Figure 1. Nets reached from selected ports.
Scale: 4 px per um.
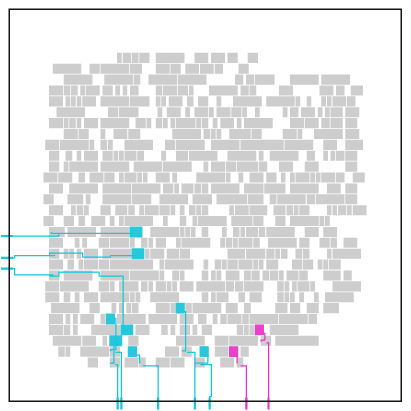
Figure 2. Track usage over the die.
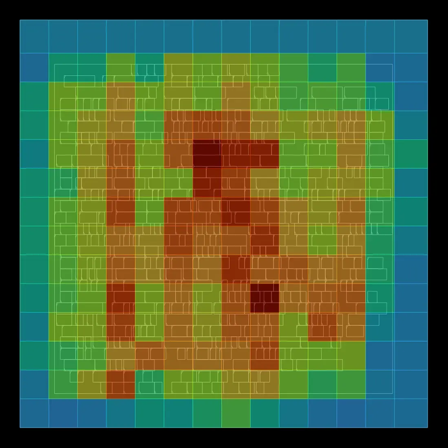
$ cat src/rtl/apb_pkg.sv
// Shared types for the APB master controller: FSM state encoding, request record
// and the "no slave selected" code.
package apb_pkg;

  typedef enum logic [1:0] {
    StIdle,
    StSetup,
    StAccess,
    StResp
  } apb_state_e;

  localparam logic [1:0] SelNone = 2'b00;

  typedef struct packed {
    logic       write;
    logic [1:0] sel;
    logic [7:0] addr;
    logic [7:0] wdata;
    logic [7:0] wait_cycles;
  } apb_req_t;

  // A request addressed to no slave is answered with an error and never reaches the bus.
  function automatic logic req_valid(input apb_req_t req);
    return req.sel != SelNone;
  endfunction

endpackage

$ cat src/rtl/apb_req_slot.sv
// One-entry request buffer holding a start that arrives while a transfer is in flight.
module apb_req_slot
  import apb_pkg::*;
(
  input  logic     clk_i,
  input  logic     reset_i,
  input  logic     load_i,
  input  logic     pop_i,
  input  apb_req_t data_i,
  output logic     full_o,
  output apb_req_t data_o
);

  logic     full_q, full_d;
  apb_req_t data_q, data_d;

  always_comb begin
    full_d = full_q;
    data_d = data_q;
    if (load_i && !full_q) begin
      full_d = 1'b1;
      data_d = data_i;
    end else if (pop_i) begin
      full_d = 1'b0;
    end
  end

  always_ff @(posedge clk_i) begin
    if (reset_i) begin
      full_q <= 1'b0;
      data_q <= '0;
    end else begin
      full_q <= full_d;
      data_q <= data_d;
    end
  end

  assign full_o = full_q;
  assign data_o = data_q;

endmodule

$ cat src/rtl/apb_master_ctrl.sv
// APB master: turns single-cycle processor start pulses into APB SETUP/ACCESS transfers,
// with a one-deep pending slot and a per-transfer ACCESS timeout.
module apb_master_ctrl
  import apb_pkg::*;
#(
  parameter int unsigned TIMEOUT = 64
) (
  input  logic       clk,
  input  logic       reset,
  input  logic       proc_start,
  input  logic       proc_write,
  input  logic [1:0] proc_sel,
  input  logic [7:0] proc_addr,
  input  logic [7:0] proc_wdata,
  input  logic [7:0] proc_wait_cycles,
  output logic [7:0] proc_rdata,
  output logic       proc_ready,
  output logic       proc_err,
  output logic       proc_busy,
  output logic       apb_write,
  output logic [1:0] apb_sel,
  output logic [7:0] apb_addr,
  output logic [7:0] apb_wdata,
  output logic [7:0] apb_wait_cycles,
  output logic       apb_enable,
  input  logic       apb_ready,
  input  logic [7:0] apb_rdata
);

  localparam int unsigned CntW = (TIMEOUT > 255) ? $clog2(TIMEOUT + 1) : 8;
  localparam logic [CntW-1:0] CntLast = CntW'(TIMEOUT - 1);
  localparam logic [CntW-1:0] CntMax  = '1;

  apb_state_e     state_q, state_d;
  apb_req_t       act_q, act_d;
  logic [CntW-1:0] cnt_q, cnt_d;
  logic [7:0]     rdata_q, rdata_d;
  logic           err_q, err_d;

  apb_req_t proc_req;
  apb_req_t slot_req;
  apb_req_t next_req;
  logic     next_avail;
  logic     slot_full;
  logic     slot_load;
  logic     slot_pop;

  assign proc_req.write       = proc_write;
  assign proc_req.sel         = proc_sel;
  assign proc_req.addr        = proc_addr;
  assign proc_req.wdata       = proc_wdata;
  assign proc_req.wait_cycles = proc_wait_cycles;

  // Only starts landing mid-transfer are parked; in RESP an empty slot is bypassed
  // so the new request goes straight into SETUP on the next cycle.
  assign slot_load = proc_start && !slot_full &&
                     ((state_q == StSetup) || (state_q == StAccess));

  // The pending slot always has priority over a simultaneous new start.
  assign next_req   = slot_full ? slot_req : proc_req;
  assign next_avail = slot_full || proc_start;

  apb_req_slot u_slot (
    .clk_i   (clk),
    .reset_i (reset),
    .load_i  (slot_load),
    .pop_i   (slot_pop),
    .data_i  (proc_req),
    .full_o  (slot_full),
    .data_o  (slot_req)
  );

  always_comb begin
    state_d  = state_q;
    act_d    = act_q;
    cnt_d    = cnt_q;
    rdata_d  = rdata_q;
    err_d    = err_q;
    slot_pop = 1'b0;

    unique case (state_q)
      StIdle, StResp: begin
        if (next_avail) begin
          slot_pop = slot_full;
          if (req_valid(next_req)) begin
            act_d   = next_req;
            cnt_d   = '0;
            state_d = StSetup;
          end else begin
            rdata_d = 8'h00;
            err_d   = 1'b1;
            state_d = StResp;
          end
        end else begin
          state_d = StIdle;
        end
      end

      StSetup: begin
        state_d = StAccess;
      end

      StAccess: begin
        if (apb_ready) begin
          rdata_d = act_q.write ? 8'h00 : apb_rdata;
          err_d   = 1'b0;
          state_d = StResp;
        end else if (cnt_q >= CntLast) begin
          rdata_d = 8'h00;
          err_d   = 1'b1;
          state_d = StResp;
        end else if (cnt_q != CntMax) begin
          cnt_d = cnt_q + 1'b1;
        end
      end

      default: begin
        state_d = StIdle;
      end
    endcase
  end

  always_ff @(posedge clk) begin
    if (reset) begin
      state_q <= StIdle;
      act_q   <= '0;
      cnt_q   <= '0;
      rdata_q <= '0;
      err_q   <= 1'b0;
    end else begin
      state_q <= state_d;
      act_q   <= act_d;
      cnt_q   <= cnt_d;
      rdata_q <= rdata_d;
      err_q   <= err_d;
    end
  end

  // The bus is only driven while a transfer is on it; everywhere else it reads as zero.
  always_comb begin
    apb_write       = 1'b0;
    apb_sel         = SelNone;
    apb_addr        = 8'h00;
    apb_wdata       = 8'h00;
    apb_wait_cycles = 8'h00;
    apb_enable      = 1'b0;
    if ((state_q == StSetup) || (state_q == StAccess)) begin
      apb_write       = act_q.write;
      apb_sel         = act_q.sel;
      apb_addr        = act_q.addr;
      apb_wdata       = act_q.wdata;
      apb_wait_cycles = act_q.wait_cycles;
      apb_enable      = (state_q == StAccess);
    end
  end

  always_comb begin
    proc_ready = (state_q == StResp);
    proc_rdata = proc_ready ? rdata_q : 8'h00;
    proc_err   = proc_ready && err_q;
    proc_busy  = slot_full;
  end

endmodule

$ cat config.mk
export PLATFORM = sky130hd
export DESIGN_NAME = apb_master_ctrl
export DESIGN_NICKNAME = d
export VERILOG_FILES = /design/src/rtl/apb_pkg.sv /design/src/rtl/apb_req_slot.sv /design/src/rtl/apb_master_ctrl.sv
export SDC_FILE = /design/constraint.sdc
export NUM_CORES = 1
export LEC_CHECK = 0
export CORE_MARGIN = 8
export CORE_UTILIZATION = 50
export CTS_CLUSTER_DIAMETER = 30
export DETAILED_ROUTE_END_ITERATION = 6
export GPL_TIMING_DRIVEN = 0
export PLACE_DENSITY = 0.8
export SLEW_MARGIN = 5
export SYNTH_ARGS = -nofsm -noshare
export SYNTH_HDL_FRONTEND = slang
export SYNTH_SLANG_ARGS = --single-unit
export TNS_END_PERCENT = 10
$ cat constraint.sdc
create_clock -name clk -period 2.4 [get_ports clk]
set_input_delay 0.72 -clock clk [delete_from_list [all_inputs] [get_ports clk]]
set_output_delay 0.72 -clock clk [all_outputs]
set_load 0.02 [all_outputs]
==> flow_summary_export.csv <==
group,metric,value,unit
detailed_routing,route.met2.wl,4.33,mm
die,core_util_floorplan,0.522,
critical_path,cp-startpoint,"state_q[0]",
cells_and_area,layout_top_cell,"nand2_1",
global_route,grt.busiest_layer,"met2",
final_timing,clock.fmax,424,MHz
worst_hold_path,hold_path_end,"err_q",
critical_path,path_depth,6,
critical_path,arrival,1.64,ns
die,core.rowCount,29,
cells_and_area,signal_buffers,103,
power_and_ir_drop,p_clk_frac,0.224,
critical_path,critPathMaxStageDelay,0.35,ns
detailed_routing,dr_wl_met3,567,um
detailed_routing,drt_iter0_markers,197,
detailed_routing,post_drt_wl_per_cell,15.7,um
synth,ys_area,3330,sq um
critical_path,crit_chain,"inv_1 -> ha_1 -> buf_6 -> buf_8 -> nor2b_2 -> buf_4",
detailed_routing,viasPerCell,5.49,
cts,cts_tree,"done",
cells_and_area,comb_area_share,0.396,
final_timing,period_used_share,0.982,
final_timing,hold_violations,0,
synth,synth-edff-count,0,
cts,cts_buffers,9,
cells_and_area,seq_area,1480,sq um
critical_path,worstSetupStartpointType,"flip-flop",
die,fp.dieH,97.6,um
final_timing,setup_viol,0,
critical_path,ff2ff_setup_slack,0.32,ns
cells_and_area,comb_cells,290,
cells_and_area,seq_share,0.334,
synth,synthAdderAreaFrac,0.0113,
final_timing,fin_hold_ws,0.438,ns
final_timing,rsz0062_at_grt,"true",
detailed_routing,drc,0,
job,cap_viol_max_count,0,
run_status,status,"completed",
power_and_ir_drop,pg_seq,1.74,mW
synth,top_area_cell,"dfxtp_1",
synth,ys_seq_share,0.444,
global_route,grt_pass1_wl,14.7,mm
cells_and_area,areaGrowthSynthToFinish,33.3,%
critical_path,critPathTopFamily,"buffers and inverters",
cts,clk_pin_slew,0.07,ns
final_timing,setup_tns,0,ns
power_and_ir_drop,pwr-share-seq,0.331,
global_route,met3_usage,0.0583,
cells_and_area,final-comb-area,1760,sq um
global_route,grt_max_degree,13,
placement,pre_cts_ws,-0.415,ns
global_route,grt_pass1_vias,3141,
final_timing,worstMarginPinSlew,0.808,ns
power_and_ir_drop,peakVddDrop,0.615,mV
cts,cts_resized,152,
cells_and_area,finish.instance_area,4440,sq um
critical_path,reg2reg_to,"cnt_q[0]",
detailed_routing,vias,3110,
critical_path,cp_max_fo,10,
final_timing,setup_ws,0.0425,ns
placement,placed_cells,551,
final_timing,timing.slew.headroom,0.457,
critical_path,crit_path_end,"apb_wdata[7]",
cells_and_area,final_cell_mix,"82 x nand2_1, 73 x dfxtp_1, 39 x clkdlybuf4s50_1, 35 x mux2i_1, 34 x a21oi_1",
detailed_routing,wl_met1,3.87,mm
cells_and_area,num-nonclk-inverters,7,
critical_path,critPathKind,"flip-flop to primary output",
power_and_ir_drop,combPwrFrac,0.444,
cts,clock-sinks,74,
synth,ys_ff,74,
cells_and_area,largest_class,"logic gates",
job,warnings,28,
-- Figure 1 (at the start) --
colour	port	bits	direction	edge	end cells	wire
magenta	apb_sel	2	output	bottom	2	29.7 um
cyan	apb_addr	8	output	5 bottom, 3 left	8	212 um
IO Pins: 78
I/O Buffers: 76

-- Figure 2 (at the start) --
Total Routing Usage GR: 0.184
Util after Layout: 0.696
routing usage on met1: 0.206
met2 GRT Util: 0.322

Power and IR drop assume default switching activity.
